File: config.mk
export PLATFORM = sky130hd
export DESIGN_NAME = instr_mem_loader
export DESIGN_NICKNAME = d
export VERILOG_FILES = /design/src/rtl/instr_mem_loader.sv
export SDC_FILE = /design/constraint.sdc
export NUM_CORES = 1
export LEC_CHECK = 0
export CORE_MARGIN = 4
export CORE_UTILIZATION = 43
export CTS_CLUSTER_SIZE = 28
export DETAILED_ROUTE_END_ITERATION = 10
export GPL_ROUTABILITY_DRIVEN = 0
export PLACE_DENSITY = 0.64
export SYNTH_ARGS = -nofsm -noshare
export SYNTH_HDL_FRONTEND = slang
export SYNTH_SLANG_ARGS = --single-unit
File: constraint.sdc
create_clock -name clk -period 2.72 [get_ports clk]
set_clock_uncertainty 0.15 [all_clocks]
set_input_delay 0.544 -clock clk [delete_from_list [all_inputs] [get_ports clk]]
set_output_delay 0.544 -clock clk [all_outputs]
set_load 0.005 [all_outputs]
File: src/rtl/instr_mem_loader.sv
// Byte-stream program loader: assembles big-endian 32-bit words from a UART RX strobe
// interface and writes them to instruction memory. Optional macro: INSTR_LOADER_CHECKSUM_EN.
module instr_mem_loader #(
    parameter int                    ADDR_WIDTH = 6,
    parameter int                    DATA_WIDTH = 32,
    parameter logic [DATA_WIDTH-1:0] HALT_WORD  = 32'hFFFFFFFF
) (
    input  logic                  clk,
    input  logic                  rst,
    input  logic                  i_start,
    input  logic [7:0]            i_rx_data,
    input  logic                  i_rx_valid,
    output logic                  o_mem_we,
    output logic [ADDR_WIDTH-1:0] o_mem_addr,
    output logic [DATA_WIDTH-1:0] o_mem_data,
    output logic                  o_busy,
    output logic                  o_done,
    output logic                  o_overflow,
    output logic [ADDR_WIDTH:0]   o_word_count,
    output logic                  o_checksum_err
);

    localparam logic [ADDR_WIDTH-1:0] LAST_ADDR  = '1;
    localparam logic [ADDR_WIDTH:0]   FULL_COUNT = (ADDR_WIDTH+1)'(1) << ADDR_WIDTH;

    typedef enum logic [2:0] {
        S_IDLE,
        S_RECV,
        S_WRITE,
        S_DONE,
`ifdef INSTR_LOADER_CHECKSUM_EN
        S_ERR,
        S_CHK
`else
        S_ERR
`endif
    } state_t;

    state_t                  state_reg;
    logic [1:0]              byte_cnt_reg;
    logic [DATA_WIDTH-9:0]   shift_reg;
    logic [ADDR_WIDTH-1:0]   addr_reg;

`ifdef INSTR_LOADER_CHECKSUM_EN
    logic [7:0] csum_reg;
    logic       csum_err_reg;
    assign o_checksum_err = csum_err_reg;
`else
    assign o_checksum_err = 1'b0;
`endif

    always_ff @(posedge clk or negedge rst) begin
        if (!rst) begin
            state_reg    <= S_IDLE;
            byte_cnt_reg <= 2'd0;
            shift_reg    <= '0;
            addr_reg     <= '0;
            o_mem_we     <= 1'b0;
            o_mem_addr   <= '0;
            o_mem_data   <= '0;
            o_busy       <= 1'b0;
            o_done       <= 1'b0;
            o_overflow   <= 1'b0;
            o_word_count <= '0;
`ifdef INSTR_LOADER_CHECKSUM_EN
            csum_reg     <= 8'd0;
            csum_err_reg <= 1'b0;
`endif
        end else begin
            // The write strobe is a single-cycle pulse; only the 4th byte in RECV raises it.
            o_mem_we <= 1'b0;
            if (i_start) begin
                state_reg    <= S_RECV;
                byte_cnt_reg <= 2'd0;
                shift_reg    <= '0;
                addr_reg     <= '0;
                o_busy       <= 1'b1;
                o_done       <= 1'b0;
                o_overflow   <= 1'b0;
                o_word_count <= '0;
`ifdef INSTR_LOADER_CHECKSUM_EN
                csum_reg     <= 8'd0;
                csum_err_reg <= 1'b0;
`endif
            end else begin
                case (state_reg)
                    S_RECV: begin
                        if (i_rx_valid) begin
                            byte_cnt_reg <= byte_cnt_reg + 2'd1;
`ifdef INSTR_LOADER_CHECKSUM_EN
                            csum_reg     <= csum_reg ^ i_rx_data;
`endif
                            if (byte_cnt_reg == 2'd3) begin
                                o_mem_we   <= 1'b1;
                                o_mem_data <= {shift_reg, i_rx_data};
                                o_mem_addr <= addr_reg;
                                state_reg  <= S_WRITE;
                            end else begin
                                shift_reg <= {shift_reg[DATA_WIDTH-17:0], i_rx_data};
                            end
                        end
                    end

                    S_WRITE: begin
                        if (o_word_count != FULL_COUNT)
                            o_word_count <= o_word_count + (ADDR_WIDTH+1)'(1);
                        if (addr_reg != LAST_ADDR)
                            addr_reg <= addr_reg + ADDR_WIDTH'(1);

                        if (o_mem_data == HALT_WORD) begin
`ifdef INSTR_LOADER_CHECKSUM_EN
                            // A byte arriving in this cycle is already the checksum byte.
                            if (i_rx_valid) begin
                                state_reg    <= S_DONE;
                                o_done       <= 1'b1;
                                o_busy       <= 1'b0;
                                csum_err_reg <= (i_rx_data != csum_reg);
                            end else begin
                                state_reg <= S_CHK;
                            end
`else
                            state_reg <= S_DONE;
                            o_done    <= 1'b1;
                            o_busy    <= 1'b0;
`endif
                        end else if (addr_reg == LAST_ADDR) begin
                            state_reg  <= S_ERR;
                            o_overflow <= 1'b1;
                            o_busy     <= 1'b0;
                        end else begin
                            state_reg <= S_RECV;
                            // Byte counter is already 0 here: this is byte 0 of the next word.
                            if (i_rx_valid) begin
                                byte_cnt_reg <= 2'd1;
                                shift_reg    <= {shift_reg[DATA_WIDTH-17:0], i_rx_data};
`ifdef INSTR_LOADER_CHECKSUM_EN
                                csum_reg     <= csum_reg ^ i_rx_data;
`endif
                            end
                        end
                    end

`ifdef INSTR_LOADER_CHECKSUM_EN
                    S_CHK: begin
                        if (i_rx_valid) begin
                            state_reg    <= S_DONE;
                            o_done       <= 1'b1;
                            o_busy       <= 1'b0;
                            csum_err_reg <= (i_rx_data != csum_reg);
                        end
                    end
`endif

                    default: ;
                endcase
            end
        end
    end

endmodule

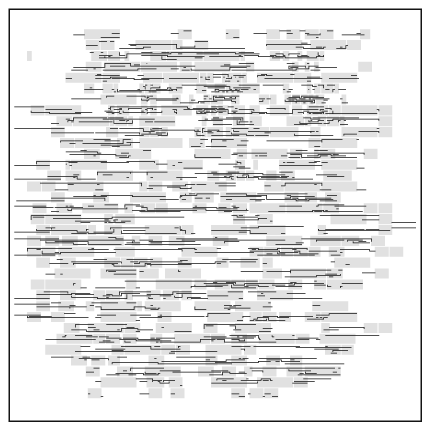
(run_1/met1.png)
Drawn at 4 px/µm.
334 nets have wire on it. The layer carries 3890 µm of wire. The layer holds 51% of the routed length.
met1 usage in global routing: 0.249
routed via count: 2426
routed wire length: 7560 µm

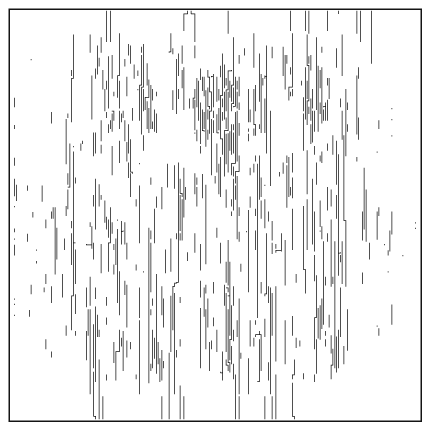
(run_1/met2.png)
Drawn at 4 px/µm.
The layer carries 3300 µm of wire. The longest straight run is 38.8 µm. 323 nets have wire on it. The layer holds 44% of the routed length.
GR Util met2: 0.206

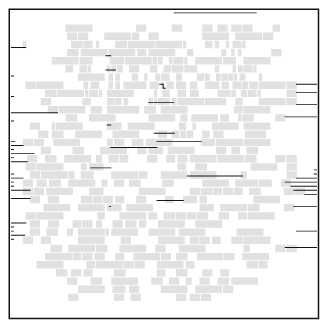
(run_1/met3.png)
Drawn at 3 px/µm.
The layer holds 3.7% of the routed length. 42 nets have wire on it. The layer carries 282 µm of wire. The longest straight run is 27.4 µm.
met3 track demand over resource: 0.0264

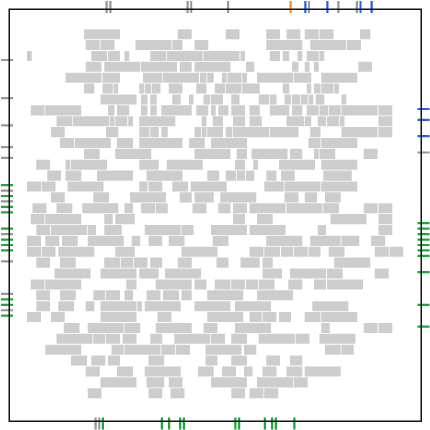
(run_1/pins.png)
Drawn at 4 px/µm. Pins as bars across the die edge, other pins in grey.
Key: blue = o_word_count [pins 7, direction output, edge 4 top, 3 right]; green = o_mem_data [pins 32, direction output, edge 11 left, 11 bottom, 10 right]; orange = o_overflow [pins 1, direction output, edge top]
count of port buffers added during placement: 60
die x size: 103 µm
die height: 103 µm

## run 1: kinds of logic (layout without fill, tap and decap cells)
logic type      count (synthesis)  after routing
fa+ha+maj                       4              4
buf+inv                        21             91
compound gates                 25             25
simple gates                   85             85
other cells                     1              1
flops                          84             84
mux                            64             64
xor+xnor                        9              9
## run 1: area by class of cell
class                      instances  area, µm²
inverter                           6       22.5
clock buffer                      11        141
multi-input combinational        188       1600
timing repair buffer              70        698
tap                              108        135
sequential                        84       2100
clock inverter                     4       50.0
fill                             735       3970
## run 1: critical path, cell delays in order (launching register included)
cell and delay [ps]:
sky130_fd_sc_hd__dfrtp_1 420, sky130_fd_sc_hd__nand4_1 120, sky130_fd_sc_hd__nor4_2 460, sky130_fd_sc_hd__nand2_2 190, sky130_fd_sc_hd__o2111a_1 280, sky130_fd_sc_hd__buf_4 270, sky130_fd_sc_hd__mux2i_1 160
## run 1: routing by layer
layer / vias to the layer above / share of wire
met1: 1197 / 0.51
met4: 0 / 0.012
met2: 56 / 0.44
met3: 7 / 0.037
li1: 1166 / -
met5: - / 0
## run 1: power groups by stage
stage	clock network [mW]	registers [mW]	logic, mW
floorplan	0	1.33	0.169
global placement	0	1.33	0.247
detailed placement	0	1.34	0.250
CTS	0.894	1.31	0.251
global route	0.959	1.32	0.273
finish	0.869	1.31	0.247
==> summary.rpt, run 1 <==
IMPLEMENTATION SUMMARY REPORT
----------------------------------------------------
[Clock network]
  CTS tree ........................ built
  Post-CTS setup buffer count ........................ 0
  Number of H-tree levels ........................ 3
  Clock tree root driver cell ........................ sky130_fd_sc_hd__clkbuf_8
  Clock slew at reported path FFs ........................ around 80 ps
  Clock sinks ........................ ~84

[Worst setup path]
  Data arrival time of the critical path ........................ 2260 ps
  Timing endpoint of the critical path ........................ shift_reg[9]$_DFFE_PN0P_
  End of the worst register-to-register path ........................ shift_reg[9]$_DFFE_PN0P_

[Global routing]
  Number of global-route vias before repair ........................ 2377
  First-pass GRT wire length ........................ roughly 13000 µm
  Antenna violations before repair ........................ 0
  Grt ovf ........................ 0

[Logic synthesis]
  Cell type contributing the most total cell area after synthesis ........................ sky130_fd_sc_hd__dfrtp_1
  Mux area share ........................ 0.179
  Number of synthesized register bits ........................ 84
  Leading post-synthesis cells by instance count ........................ sky130_fd_sc_hd__dfrtp_1, sky130_fd_sc_hd__mux2_2, sky130_fd_sc_hd__or2b_2, sky130_fd_sc_hd__mux2i_1, sky130_fd_sc_hd__nor2_1
  Instance count of the mapped netlist ........................ approximately 300
  Number of cells in the yosys synthesis report ........................ 293
  Async set-or-reset flop fraction in the synthesized netlist ........................ 1.00
  Post-synthesis share of cell area spent on and-or and or-and gates ........................ 0.0478
  Post-synth seq share ........................ 0.546
  Dominant register cell in the synthesized netlist ........................ sky130_fd_sc_hd__dfrtp_1

[Job]
  OpenROAD warning count ........................ 27

[Cells and area]
  Final antenna diode count ........................ 0
  Share of the core filled with cells ........................ 0.545
  Final standard cell count with taps included and fillers excluded ........................ 471
  Flip-flop count of the largest register after layout ........................ 32

[Place]
  HPWL after DPL ........................ 5260 µm
  Dpl ws ........................ 397 ps

[STA]
  Final critical path time including I/O delays and setup ........................ 2200 ps

[Drt]
  Number of DRC markers after the initial detailed-route iteration ........................ 54

[Status]
  Run status ........................ finished clean

[Power and ir drop]
  Switch Pwr ........................ 0.578 mW

----------------------------------------------------
--- run 2 (diff from run 1) ---
==> constraint.sdc (replaced) <==
create_clock -name clk -period 2.15 [get_ports clk]
set_clock_uncertainty 0.15 [all_clocks]
set_input_delay 0.43 -clock clk [delete_from_list [all_inputs] [get_ports clk]]
set_output_delay 0.43 -clock clk [all_outputs]
set_load 0.005 [all_outputs]
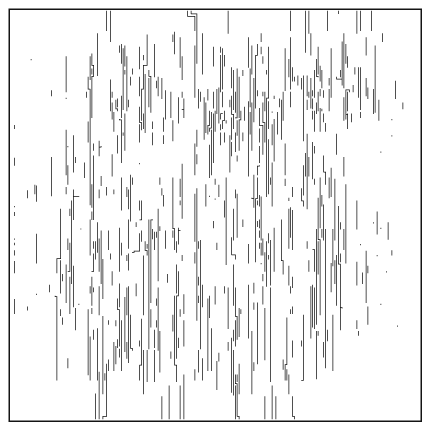
(run_2/met2.png)
Drawn at 4 px/µm.
The longest straight run is 34.7 µm. The layer carries 3300 µm of wire. The wires run mostly vertical. 340 nets have wire on it.
routed wire length: 7750 µm
GR Util met2: 0.214
routed via count: 2446

==> summary.rpt, run 2 <==
IMPLEMENTATION SUMMARY REPORT
----------------------------------------------------
[Clock network]
  Post-CTS setup buffer count ........................ 0 (unchanged)
  Clock slew at reported path FFs ........................ 80 ps (about the same)
  Clock sinks ........................ 84 (unchanged)
  Clock tree root driver cell ........................ sky130_fd_sc_hd__clkbuf_8

[Place]
  Count of port buffers added during placement ........................ 60 (unchanged)
  Dpl ws ........................ 2.50 ps (-395 ps)

[Die]
  Die height ........................ 103 µm (unchanged)
  Die x size ........................ 103 µm (unchanged)

[Global routing]
  Number of global-route vias before repair ........................ 2469 (+3.9%)
  Antenna violations before repair ........................ 0 (unchanged)

[Logic synthesis]
  Async set-or-reset flop fraction in the synthesized netlist ........................ 1.00 (unchanged)
  Leading post-synthesis cells by instance count ........................ sky130_fd_sc_hd__dfrtp_1, sky130_fd_sc_hd__mux2_2, sky130_fd_sc_hd__or2b_2, sky130_fd_sc_hd__mux2i_1, sky130_fd_sc_hd__nor2_1
  Instance count of the mapped netlist ........................ 293 (unchanged)

[Worst setup path]
  End of the worst register-to-register path ........................ shift_reg[5]$_DFFE_PN0P_
  Library cell contributing the largest single delay on the critical path ........................ sky130_fd_sc_hd__dfrtp_1
  Timing endpoint of the critical path ........................ shift_reg[5]$_DFFE_PN0P_
  Levels on crit path ........................ 6 (unchanged)
  CP max stage delay ........................ 450 ps (about the same)
  Cell class contributing the biggest share of worst-path delay ........................ flip-flops

[STA]
  Final critical path time including I/O delays and setup ........................ 1950 ps (-249 ps)

[Cells and area]
  Flip-flop count of the largest register after layout ........................ 32 (unchanged)

[Drt]
  Highest metal layer used by the detailed router ........................ met4
  Wire length the detailed router placed on met1 ........................ 3990 µm (+2.6%)

[Status]
  Run status ........................ finished clean

[Power and ir drop]
  Switch Pwr ........................ 0.742 mW (+28%)

----------------------------------------------------
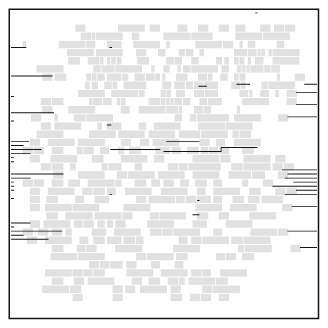
(run_2/met3.png)
Drawn at 3 px/µm.
The longest straight run is 19.1 µm. 39 nets have wire on it. The layer carries 318 µm of wire. The wires run mostly horizontal. The layer holds 4.1% of the routed length.
met3 track demand over resource: 0.0277

==> run 2: through the flow <==
stage                     power, mW   util  hold WS (ps)
final                          3.24  0.556           333
after global routing           3.38  0.556           355
after CTS                      3.28  0.556           343
after detailed placement       2.02  0.530           281
after global placement         2.01  0.530           279
after floorplan                1.90      -         -15.6
==> run 2: cell type report <==
type | count | area, µm²
sequential | 84 | 2100
multi-input combinational | 188 | 1600
inverter | 6 | 22.5
clock inverter | 4 | 72.6
tap | 108 | 135
clock buffer | 11 | 151
fill | 749 | 3870
timing repair buffer | 77 | 766
==> run 2: worst register-to-register path: cells and delay by family, from the launching register on <==
kind	cells	cell delay, ps
buffers and inverters	1	230
muxes	1	230
and+or+nand+nor	1	120
adders and majority gates	1	320
AOI/OAI and AO/OA	2	390
DFF	1	450
==> run 2: power groups by stage <==
| stage | Combinational (mW) | Sequential, mW | Clock [mW] |
|---|---|---|---|
| after floorplan | 0.214 | 1.68 | 0 |
| after global placement | 0.326 | 1.69 | 0 |
| after detailed placement | 0.331 | 1.69 | 0 |
| after CTS | 0.333 | 1.66 | 1.29 |
| after global routing | 0.358 | 1.67 | 1.35 |
| final | 0.329 | 1.66 | 1.26 |
==> run 2: kinds of logic (layout without fill, tap and decap cells) <==
family                     count (synthesis)  after routing  synth area share
adders and majority gates                  4              4            0.0130
xor gates and xnor gates                   9              9            0.0205
muxes                                     64             64             0.179
DFF                                       84             84             0.546
buffers and inverters                     21             98            0.0374
other                                      1              1          0.000974
and+or+nand+nor                           85             85             0.155
AOI/OAI and AO/OA                         25             25            0.0478
==> run 2: routing by layer <==
layer,up-vias,global-route usage
met5,-,0
met4,0,0.0666
met3,10,0.0277
met2,49,0.214
met1,1209,0.240
li1,1178,-
Power is estimated from default activity; no workload was simulated.
